Figure 1. Track usage over the die (run 1).
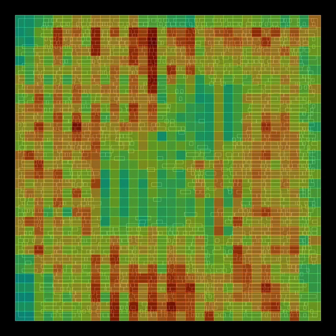
Figure 2. Sequential cells grouped by signal name (run 1).
Drawn at 2 px/µm.
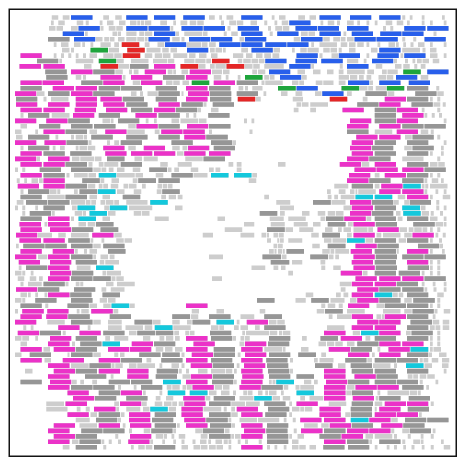
Figure 3. PDN straps and rails (run 1).
Drawn at 1.5 px/µm. Pins as bars on the die edge.
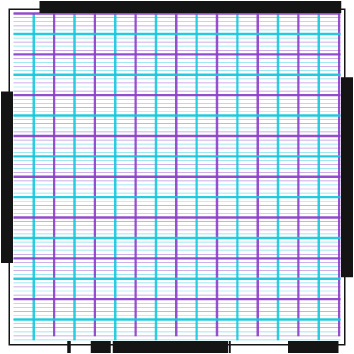
==> src/rtl/cmac_core_pkg.sv <==
// Shared constants for the CMAC core slice: atom geometry and stripe_info pd layout.
package cmac_core_pkg;
  localparam int CMAC_ATOMC      = 8;
  localparam int CMAC_ATOMK_HALF = 4;
  localparam int CMAC_BPE        = 8;
  localparam int PD_W            = 9;
  localparam int ST_BIT          = 5;
  localparam int END_BIT         = 6;
endpackage

==> src/rtl/cmac_wt_cell_buf.sv <==
// One MAC cell's weight buffer: a shadow bank filled by weight beats and an
// active bank refreshed from it at stripe start.
module cmac_wt_cell_buf
  import cmac_core_pkg::*;
#(
  parameter int ATOMC = CMAC_ATOMC,
  parameter int BPE   = CMAC_BPE
) (
  input  logic                 clk,
  input  logic                 rst_n,
  input  logic                 load_en,
  input  logic                 promote_en,
  input  logic [ATOMC-1:0]     wt_mask,
  input  logic [ATOMC*BPE-1:0] wt_data,
  output logic [ATOMC-1:0]     actv_mask,
  output logic [ATOMC*BPE-1:0] actv_data,
  output logic                 shadow_vld,
  output logic                 ovr
);
  logic [ATOMC-1:0]     shadow_mask;
  logic [ATOMC*BPE-1:0] shadow_data;
  logic                 promote;

  // A stripe start only moves weights that were actually loaded; otherwise the
  // active bank is reused as-is.
  assign promote = promote_en & shadow_vld;
  assign ovr     = load_en & shadow_vld & ~promote;

  always_ff @(posedge clk or negedge rst_n) begin
    if (!rst_n) begin
      shadow_mask <= '0;
      actv_mask   <= '0;
      shadow_vld  <= 1'b0;
    end else begin
      if (load_en) shadow_mask <= wt_mask;
      if (promote) actv_mask   <= shadow_mask;
      // A load in the promote cycle belongs to the next stripe, so it keeps vld set.
      if (load_en)      shadow_vld <= 1'b1;
      else if (promote) shadow_vld <= 1'b0;
    end
  end

  // Byte storage is qualified by the masks and carries no reset.
  always_ff @(posedge clk) begin
    for (int k = 0; k < ATOMC; k++) begin
      if (load_en && wt_mask[k])     shadow_data[k*BPE +: BPE] <= wt_data[k*BPE +: BPE];
      if (promote && shadow_mask[k]) actv_data[k*BPE +: BPE]   <= shadow_data[k*BPE +: BPE];
    end
  end
endmodule

==> src/rtl/cmac_core_wt_shadow.sv <==
// CMAC weight shadow stage: double-buffers per-cell weights and re-registers the
// data beat so it leaves together with the active weights it consumes.
module cmac_core_wt_shadow
  import cmac_core_pkg::*;
#(
  parameter int ATOMC      = CMAC_ATOMC,
  parameter int ATOMK_HALF = CMAC_ATOMK_HALF,
  parameter int BPE        = CMAC_BPE
) (
  input  logic                            nvdla_core_clk,
  input  logic                            nvdla_core_rstn,
  input  logic                            in_dat_pvld,
  input  logic [ATOMC-1:0]                in_dat_mask,
  input  logic [PD_W-1:0]                 in_dat_pd,
  input  logic [ATOMC*BPE-1:0]            in_dat_data,
  input  logic                            in_wt_pvld,
  input  logic [ATOMC-1:0]                in_wt_mask,
  input  logic [ATOMK_HALF-1:0]           in_wt_sel,
  input  logic [ATOMC*BPE-1:0]            in_wt_data,
  output logic                            dat_pvld,
  output logic [ATOMC-1:0]                dat_mask,
  output logic [PD_W-1:0]                 dat_pd,
  output logic [ATOMC*BPE-1:0]            dat_data,
  output logic [ATOMK_HALF*ATOMC-1:0]     wt_actv_mask,
  output logic [ATOMK_HALF*ATOMC*BPE-1:0] wt_actv_data,
  output logic [ATOMK_HALF-1:0]           wt_shadow_vld,
  output logic                            wt_ovr
);
  logic                                     stripe_st;
  logic [ATOMK_HALF-1:0]                    load_en;
  logic [ATOMK_HALF-1:0]                    cell_ovr;
  logic [ATOMK_HALF-1:0][ATOMC-1:0]         cell_mask;
  logic [ATOMK_HALF-1:0][ATOMC*BPE-1:0]     cell_data;

  assign stripe_st = in_dat_pvld & in_dat_pd[ST_BIT];
  assign load_en   = {ATOMK_HALF{in_wt_pvld}} & in_wt_sel;

  for (genvar c = 0; c < ATOMK_HALF; c++) begin : g_cell
    cmac_wt_cell_buf #(.ATOMC(ATOMC), .BPE(BPE)) u_cell (
      .clk        (nvdla_core_clk),
      .rst_n      (nvdla_core_rstn),
      .load_en    (load_en[c]),
      .promote_en (stripe_st),
      .wt_mask    (in_wt_mask),
      .wt_data    (in_wt_data),
      .actv_mask  (cell_mask[c]),
      .actv_data  (cell_data[c]),
      .shadow_vld (wt_shadow_vld[c]),
      .ovr        (cell_ovr[c])
    );
  end

  assign wt_actv_mask = cell_mask;
  assign wt_actv_data = cell_data;

  // Mask/pd keep updating one cycle past the last beat so they drop to zero with pvld.
  always_ff @(posedge nvdla_core_clk or negedge nvdla_core_rstn) begin
    if (!nvdla_core_rstn) begin
      dat_pvld <= 1'b0;
      dat_mask <= '0;
      dat_pd   <= '0;
      wt_ovr   <= 1'b0;
    end else begin
      dat_pvld <= in_dat_pvld;
      if (in_dat_pvld || dat_pvld) begin
        dat_mask <= in_dat_mask;
        dat_pd   <= in_dat_pd;
      end
      wt_ovr <= |cell_ovr;
    end
  end

  always_ff @(posedge nvdla_core_clk) begin
    for (int k = 0; k < ATOMC; k++)
      if (in_dat_pvld && in_dat_mask[k]) dat_data[k*BPE +: BPE] <= in_dat_data[k*BPE +: BPE];
  end
endmodule

==> config.mk <==
export PLATFORM = sky130hd
export DESIGN_NAME = cmac_core_wt_shadow
export DESIGN_NICKNAME = d
export VERILOG_FILES = /design/src/rtl/cmac_core_pkg.sv /design/src/rtl/cmac_wt_cell_buf.sv /design/src/rtl/cmac_core_wt_shadow.sv
export SDC_FILE = /design/constraint.sdc
export NUM_CORES = 1
export LEC_CHECK = 0
export CAP_MARGIN = 20
export CORE_MARGIN = 2
export CORE_UTILIZATION = 44
export CTS_CLUSTER_DIAMETER = 60
export CTS_CLUSTER_SIZE = 25
export DETAILED_ROUTE_END_ITERATION = 16
export PLACE_DENSITY = 0.74
export SETUP_SLACK_MARGIN = 0.02
export SLEW_MARGIN = 10
export SYNTH_ARGS = -nofsm -noshare
export SYNTH_HDL_FRONTEND = slang
export SYNTH_HIERARCHICAL = 1
export SYNTH_SLANG_ARGS = --single-unit
==> constraint.sdc <==
create_clock -name nvdla_core_clk -period 1.2 [get_ports nvdla_core_clk]
set_input_delay 0.18 -clock nvdla_core_clk [delete_from_list [all_inputs] [get_ports nvdla_core_clk]]
set_output_delay 0.18 -clock nvdla_core_clk [all_outputs]
set_load 0.01 [all_outputs]
==> impl_metrics.json, run 1 <==
{
  "powerDensity_mw_per_mm2": 1600,
  "placed_area_mm2": 0.0283,
  "synth_area_mm2": 0.0210,
  "viasPerCell": 5.03,
  "num_vias": 11300,
  "cts.htree.levels": 2,
  "top_cell_area_share_pct": 82.2,
  "fmax_mhz": 702,
  "critPathCaptureType": "output pin",
  "simple_gate_share_pct": 2.71,
  "ys_seq_share_pct": 92.5,
  "post-route-min-period_ns": 1.42,
  "yosysUniqueCellTypes": 16,
  "top_area_cell": "edfxtp_1",
  "clkPwrFrac_pct": 31.7,
  "drv_slew": 0,
  "drc": 0,
  "failed_checks": "negative setup slack",
  "skew_ns": 0.0236,
  "yosys_area_mm2": 0.0210,
  "critPathMaxFanout": 1,
  "clk_path_buf_depth": 3,
  "dpl.cell_count": 2089,
  "nFillCells": 3370,
  "hold_violations": 0,
  "power.internal_mw": 36.5,
  "routed_wl_um": 57500,
  "maxCapViolations": 0,
  "setup_ws_ns": -0.224,
  "start_kind": "flop",
  "synth.top_cells.by_area": "edfxtp_1, dfrtp_1, mux2_2, a21o_1, and2_1",
  "muxShareOfSynthArea_pct": 2.80,
  "yosys_cells": 853,
  "track_usage_pct": 23.1,
  "peakVddDrop_mv": 1.10,
  "crit_required_ns": 1.02,
  "power_frac_seq_pct": 57.9,
  "finalCritPeriodShare_pct": 119,
  "ant_nets": 0,
  "status": "finished, violations left",
  "clk_pin_slew_ns": 0.08,
  "floorplan.nets": 1014,
  "drive_above_1_share_pct": 44.6,
  "fa_ha_area_share_pct": 0,
  "overflow": 0,
  "clkSinkCount": 663,
  "layout_top_cells": "edfxtp_1, buf_2, clkdlybuf4s50_1",
  "finalSetupViolCount": 488,
  "crit_chain": "buf_2",
  "core-area_mm2": 0.0474,
  "first_pass_iters": 4,
  "slew_headroom_pct": 76.9,
  "mi_logic_area_mm2": 0.00200,
  "p_sw_share_pct": 22.5,
  "insertion_delay_ns": 0.57
}
-- Figure 1 (at the start) --
utilization after layout: 62.0%
grt met2 use: 38.0%
met3 GRT Util: 5.88%

-- Figure 2 (at the start) --
legend:
  blue:
    netlist_name: dat_data
    sequential_cells: 64
  green:
    netlist_name: dat_mask
    sequential_cells: 8
  cyan:
    netlist_name: g_cell.u_cell/actv_mask
    sequential_cells: 32
  red:
    netlist_name: dat_pd
    sequential_cells: 9
  magenta:
    netlist_name: g_cell.u_cell/shadow_data
    sequential_cells: 256
    where: widely spread
FF+latch area: 0.0195 mm²
sequential cell area share: 66.2%
Sequential Power: 27.2 mW

-- Figure 3 (at the start) --
legend:
  purple:
    net: VDD
  cyan:
    net: VSS
met1 rails: 81
met5 straps: 16
rows: 80

-- run 1: sequential cells by signal, summed over array words and instances, names as in the netlist --
| register | count |
|---|---|
| g_cell.u_cell/shadow_mask | 32 |
| g_cell.u_cell/actv_data | 256 |
| g_cell.u_cell/shadow_vld | 4 |
| dat_pvld | 1 |
| dat_pd | 9 |
| dat_data | 64 |
| g_cell.u_cell/shadow_data | 256 |
| wt_ovr | 1 |
| dat_mask | 8 |
| g_cell.u_cell/actv_mask | 32 |
-- run 1: path summary, 6_finish.rpt --
kind / to / depth (start not counted) / slack [ns] / startpoint
max: dat_data[22] / 1 / -0.22 / dat_data[22]
min: dat_pd[5] / 3 / 0.15 / nvdla_core_rstn
max reg2reg: wt_ovr / 3 / -0.16 / g_cell[1].u_cell/shadow_vld
min reg2reg: g_cell[3].u_cell/actv_data[3] / 0 / 0.41 / g_cell[3].u_cell/shadow_data[3]
max in group asynchronous: g_cell[1].u_cell/shadow_vld / 3 / 0.76 / nvdla_core_rstn
min in group nvdla_core_clk: dat_data[6] / 1 / 0.16 / in_dat_data[6]
-- run 1: power groups by stage --
stage	sequential, mW	combinational, mW	clock, mW
global placement	27.6	4.40	0
global route	27.4	5.17	16.1
CTS	27.2	4.79	15.3
finish	27.2	4.89	14.9
detailed placement	27.7	4.49	0
floorplan	27.8	0.909	0
-- run 1: metrics by stage --
stage	setup slack [ns]	hold WS (ns)	setup TNS [ns]	total power [mW]	util, %
final	-0.224	0.147	-36.36	47.1	62.0
after global routing	-0.263	0.140	-57.48	48.6	62.0
after CTS	-0.269	0.126	-53.03	47.3	61.4
after detailed placement	-0.694	0.198	-369.07	32.2	59.7
after global placement	-0.671	0.188	-343.90	32.0	59.7
after floorplan	-0.193	-0.116	-0.193	28.7	-
-- run 1: cells by family (layout without fill, tap and decap cells) --
group,Yosys count,after routing
flip-flops,663,663
AND/OR/NAND/NOR,87,120
multiplexers,49,49
AND-OR/OR-AND,36,36
buffers and inverters,18,763
other,0,1
-- run 1: worst reg2reg max path, cell delays in order (launching register included) --
cell and delay [ns]:
dfrtp_2 0.43, buf_4 0.17, and3_1 0.13, or4_1 0.51
-- run 1: per-layer routing --
metal | vias up | GRT usage, % | share of wire [%]
met5 | - | 0 | 0
met4 | 0 | 7.14 | 2.7
met3 | 83 | 5.88 | 8.1
met2 | 512 | 38.0 | 50
met1 | 5811 | 30.4 | 39
li1 | 4893 | - | -
-- run 1: cell usage after synthesis --
library cell	count
edfxtp_1	576
dfrtp_1	87
mux2_2	39
a21o_1	36
and2_1	36
and3_1	36
mux2_4	10
and2_2	9
buf_6	5
buf_2	4
buf_4	4
inv_1	4
nand2_2	4
buf_12	1
nor2_8	1
or4_1	1
-- run 1: cell type report --
cell class	count	area share (%)
flip-flops and latches	663	66.2
repair buffers	689	19.6
multi-input cells	205	6.79
clock buffers	45	3.46
well taps	615	2.62
clock inverters	25	1.17
inverters	4	0.0511
diodes	1	0.00851
-- run 1: timing repair --
item / CTS / global route
hold buffers: 1 / 0
setup buffers: 39 / 12
cloned: 36 / 0
pin swaps: 12 / 4
setup endpoints to repair: 714 / 786
resized: 1668 / 45
hold endpoints to repair: 87 / 0
==> inputs of run 2 (changes only) <==
--- a/config.mk
+++ b/config.mk
@@ -7,11 +7,11 @@
 export LEC_CHECK = 0
 export CAP_MARGIN = 20
 export CORE_MARGIN = 2
-export CORE_UTILIZATION = 44
+export CORE_UTILIZATION = 48
 export CTS_CLUSTER_DIAMETER = 60
-export CTS_CLUSTER_SIZE = 25
+export CTS_CLUSTER_SIZE = 30
 export DETAILED_ROUTE_END_ITERATION = 16
-export PLACE_DENSITY = 0.74
+export PLACE_DENSITY = 0.77
 export SETUP_SLACK_MARGIN = 0.02
 export SLEW_MARGIN = 10
 export SYNTH_ARGS = -nofsm -noshare
==> constraint.sdc (replaced) <==
create_clock -name nvdla_core_clk -period 1.6 [get_ports nvdla_core_clk]
set_input_delay 0.24 -clock nvdla_core_clk [delete_from_list [all_inputs] [get_ports nvdla_core_clk]]
set_output_delay 0.24 -clock nvdla_core_clk [all_outputs]
set_load 0.01 [all_outputs]
==> impl_metrics.json, run 2 <==
{
  "critPathMaxFanout": 1,
  "p_leak_nw": 11.3,
  "dp_slack_ns": -0.428,
  "fp_util_pct": 48.7,
  "cts.htree.levels": 2,
  "yosysUniqueCellTypes": 16,
  "finalInstanceArea_mm2": 0.0296,
  "ios": 536,
  "yosys_cells": 853,
  "start_kind": "flop",
  "yosysMostFrequentCell": "edfxtp_1",
  "nets": 1703,
  "overflow": 0,
  "viasPerCell": 4.97,
  "timing.rr.end": "g_cell[2].u_cell/actv_mask[4]",
  "insertion_delay_ns": 0.58,
  "drv_slew": 0,
  "routed_wl_um": 52700,
  "clkSinkCount": 663,
  "area_growth_pct": 40.6,
  "power.internal_mw": 26.5,
  "critPathMaxStageDelay_ns": 0.42,
  "fa_ha_area_share_pct": 0,
  "ant_nets": 0,
  "crit_required_ns": 1.36,
  "slew_headroom_pct": 75.4,
  "synth_area_mm2": 0.0210,
  "fmax_mhz": 645,
  "p_sw_share_pct": 23.6,
  "num_vias": 10700,
  "powerDensity_mw_per_mm2": 1170,
  "n_antenna_cell": 0,
  "ff2ff_path_depth": 6,
  "dpl.cell_count": 2079,
  "drc": 0,
  "simple_gate_share_pct": 2.71,
  "yosys_area_mm2": 0.0210,
  "track_usage_pct": 22.7,
  "crit_chain": "dlygate4sd2_1",
  "power_frac_seq_pct": 58.6,
  "drive_above_1_share_pct": 17.4,
  "status": "complete, no violations",
  "power_frac_comb_pct": 8.8,
  "path_depth": 1,
  "placed_area_mm2": 0.0285,
  "finalSetupViolCount": 0,
  "synth-main-ff-cell": "edfxtp_1",
  "skew_ns": 0.0240,
  "clkPwrFrac_pct": 32.5,
  "nFillCells": 2822,
  "clk_path_buf_depth": 3,
  "core-area_mm2": 0.0432,
  "finalNonFillerCells": 2156,
  "regArea_mm2": 0.0195,
  "first_pass_iters": 5,
  "tightest_slew_ns": 0.368,
  "floorplan.nets": 1014,
  "edf_count": 576,
  "reg.largest.list": "g_cell.u_cell/actv_data (256), g_cell.u_cell/shadow_data (256), dat_data (64)",
  "peakVddDrop_mv": 0.784,
  "grt_pass1_vias": 10700,
  "hold_violations": 0,
  "crit-reg2reg-launch": "g_cell[2].u_cell/shadow_vld",
  "ys_async_sr_fraction_pct": 13.1,
  "common_cells": "edfxtp_1, dfrtp_1, mux2_2",
  "cp_num_buf_inv": 1,
  "post-route-min-period_ns": 1.55,
  "p_sw_mw": 8.17,
  "syn-instance-count": 853,
  "mi_logic_area_mm2": 0.00143,
  "ys_seq_share_pct": 92.5,
  "wl_per_cell_um": 24.5,
  "synth.top_cells.by_area": "edfxtp_1, dfrtp_1, mux2_2, a21o_1, and2_1",
  "layout_top_cells": "edfxtp_1, dlygate4sd2_1, clkdlybuf4s50_1",
  "muxShareOfSynthArea_pct": 2.80,
  "yosysWarningCount": 6,
  "critPathCaptureType": "output pin",
  "top_cell_area_share_pct": 82.2,
  "hold_path_class": "primary input to asynchronous set/reset pin",
  "finalCritPeriodShare_pct": 96.9,
  "setup_ws_ns": 0.0497,
  "lay_top_count": "edfxtp_1",
  "top_area_cell": "edfxtp_1",
  "maxCapViolations": 0,
  "r2r_slack_ns": 0.14,
  "clk_pin_slew_ns": 0.10,
  "grt_pass1_wl_um": 72900
}
## run 2: timing repair
action                                 4_1_cts  5_1_grt
buffers inserted                             3        3
gates resized                              418       47
hold buffers                                 1        0
endpoints found under the hold margin       87        0
setup endpoints to repair                  375       47
## run 2: cells by family after synthesis
group           count (synthesis)
buf+inv                        18
mux                            49
compound gates                 36
flops                         663
simple gates                   87
## run 2: cell type report
type,count,area share (%)
timing repair buffer,662,22.1
inverter,4,0.0507
multi-input combinational,172,4.84
tap,585,2.47
clock inverter,30,1.44
sequential,663,65.8
clock buffer,40,3.31
## run 2: metrics by stage
step	TNS, ns	hold slack (ns)	power, mW
after CTS	0	0.0739	34.9
after global routing	0	0.127	35.7
final	0	0.133	34.6
after detailed placement	-153.60	0.168	24.1
after floorplan	0	-0.0556	21.5
after global placement	-128.11	0.165	24.0
## run 2: worst max-delay path by stage
stage	from	endpoint	slack [ns]
4_1_cts	g_cell[0].u_cell/actv_mask[1]	wt_actv_mask[1]	0.02
6_report	g_cell[3].u_cell/actv_data[8]	wt_actv_data[200]	0.05
5_1_grt	g_cell[3].u_cell/actv_data[44]	wt_actv_data[236]	0.02
3_5_place_dp	in_wt_pvld	g_cell[1].u_cell/shadow_data[25]	-0.43
2_1_floorplan	in_dat_pvld	wt_ovr	0.1
3_3_place_gp	in_wt_pvld	g_cell[1].u_cell/shadow_data[51]	-0.36
## run 2: per-layer routing
| metal | track usage (%) | part of all wire (%) | vias to the layer above |
|---|---|---|---|
| met5 | 0 | 0.017 | - |
| li1 | - | - | 4698 |
| met2 | 36.4 | 49 | 482 |
| met4 | 7.85 | 3.4 | 2 |
| met1 | 30.4 | 39 | 5426 |
| met3 | 6.31 | 8.6 | 105 |
## run 2: power by group through the flow
stage	Clock (mW)	Combinational (mW)	Sequential, mW
after global routing	12.1	3.25	20.4
after detailed placement	0	3.41	20.7
after global placement	0	3.32	20.7
after CTS	11.5	3.08	20.3
after floorplan	0	0.669	20.8
final	11.3	3.06	20.3
Figure 4. Sub-block map (run 2).
Drawn at 2 px/µm.
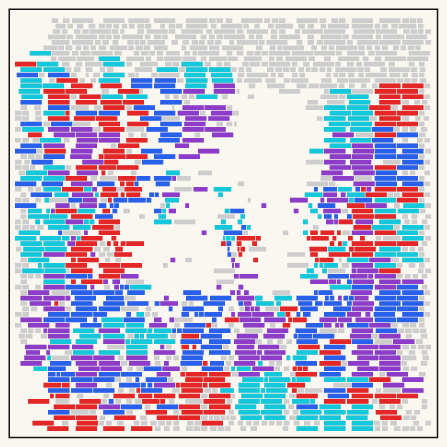
legend:
  blue:
    instance: g_cell[2].u_cell
    cells: 209
  red:
    instance: g_cell[0].u_cell
    cells: 210
    where: widely spread
  purple:
    instance: g_cell[1].u_cell
    cells: 211
  cyan:
    instance: g_cell[3].u_cell
    cells: 206
    where: widely spread
not colored: 735

Figure 5. Sequential cells grouped by signal name (run 2).
Drawn at 2 px/µm.
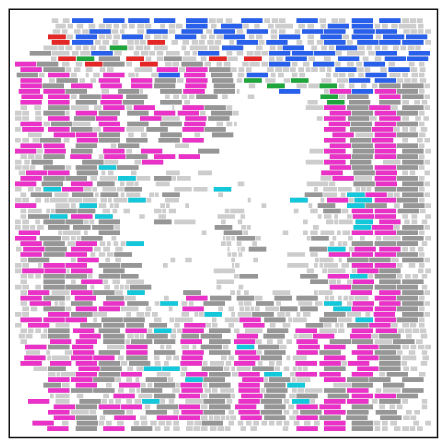
legend:
  magenta:
    netlist_name: g_cell.u_cell/shadow_data
    sequential_cells: 256
    where: widely spread
  blue:
    netlist_name: dat_data
    sequential_cells: 64
    where: a horizontal strip, top
  red:
    netlist_name: dat_pd
    sequential_cells: 9
  cyan:
    netlist_name: g_cell.u_cell/actv_mask
    sequential_cells: 32
  green:
    netlist_name: dat_mask
    sequential_cells: 8
not colored: 294
sequential cell area share: 65.8%
Sequential Power: 20.3 mW
utilization after layout: 68.6%

Power and IR drop assume default switching activity.
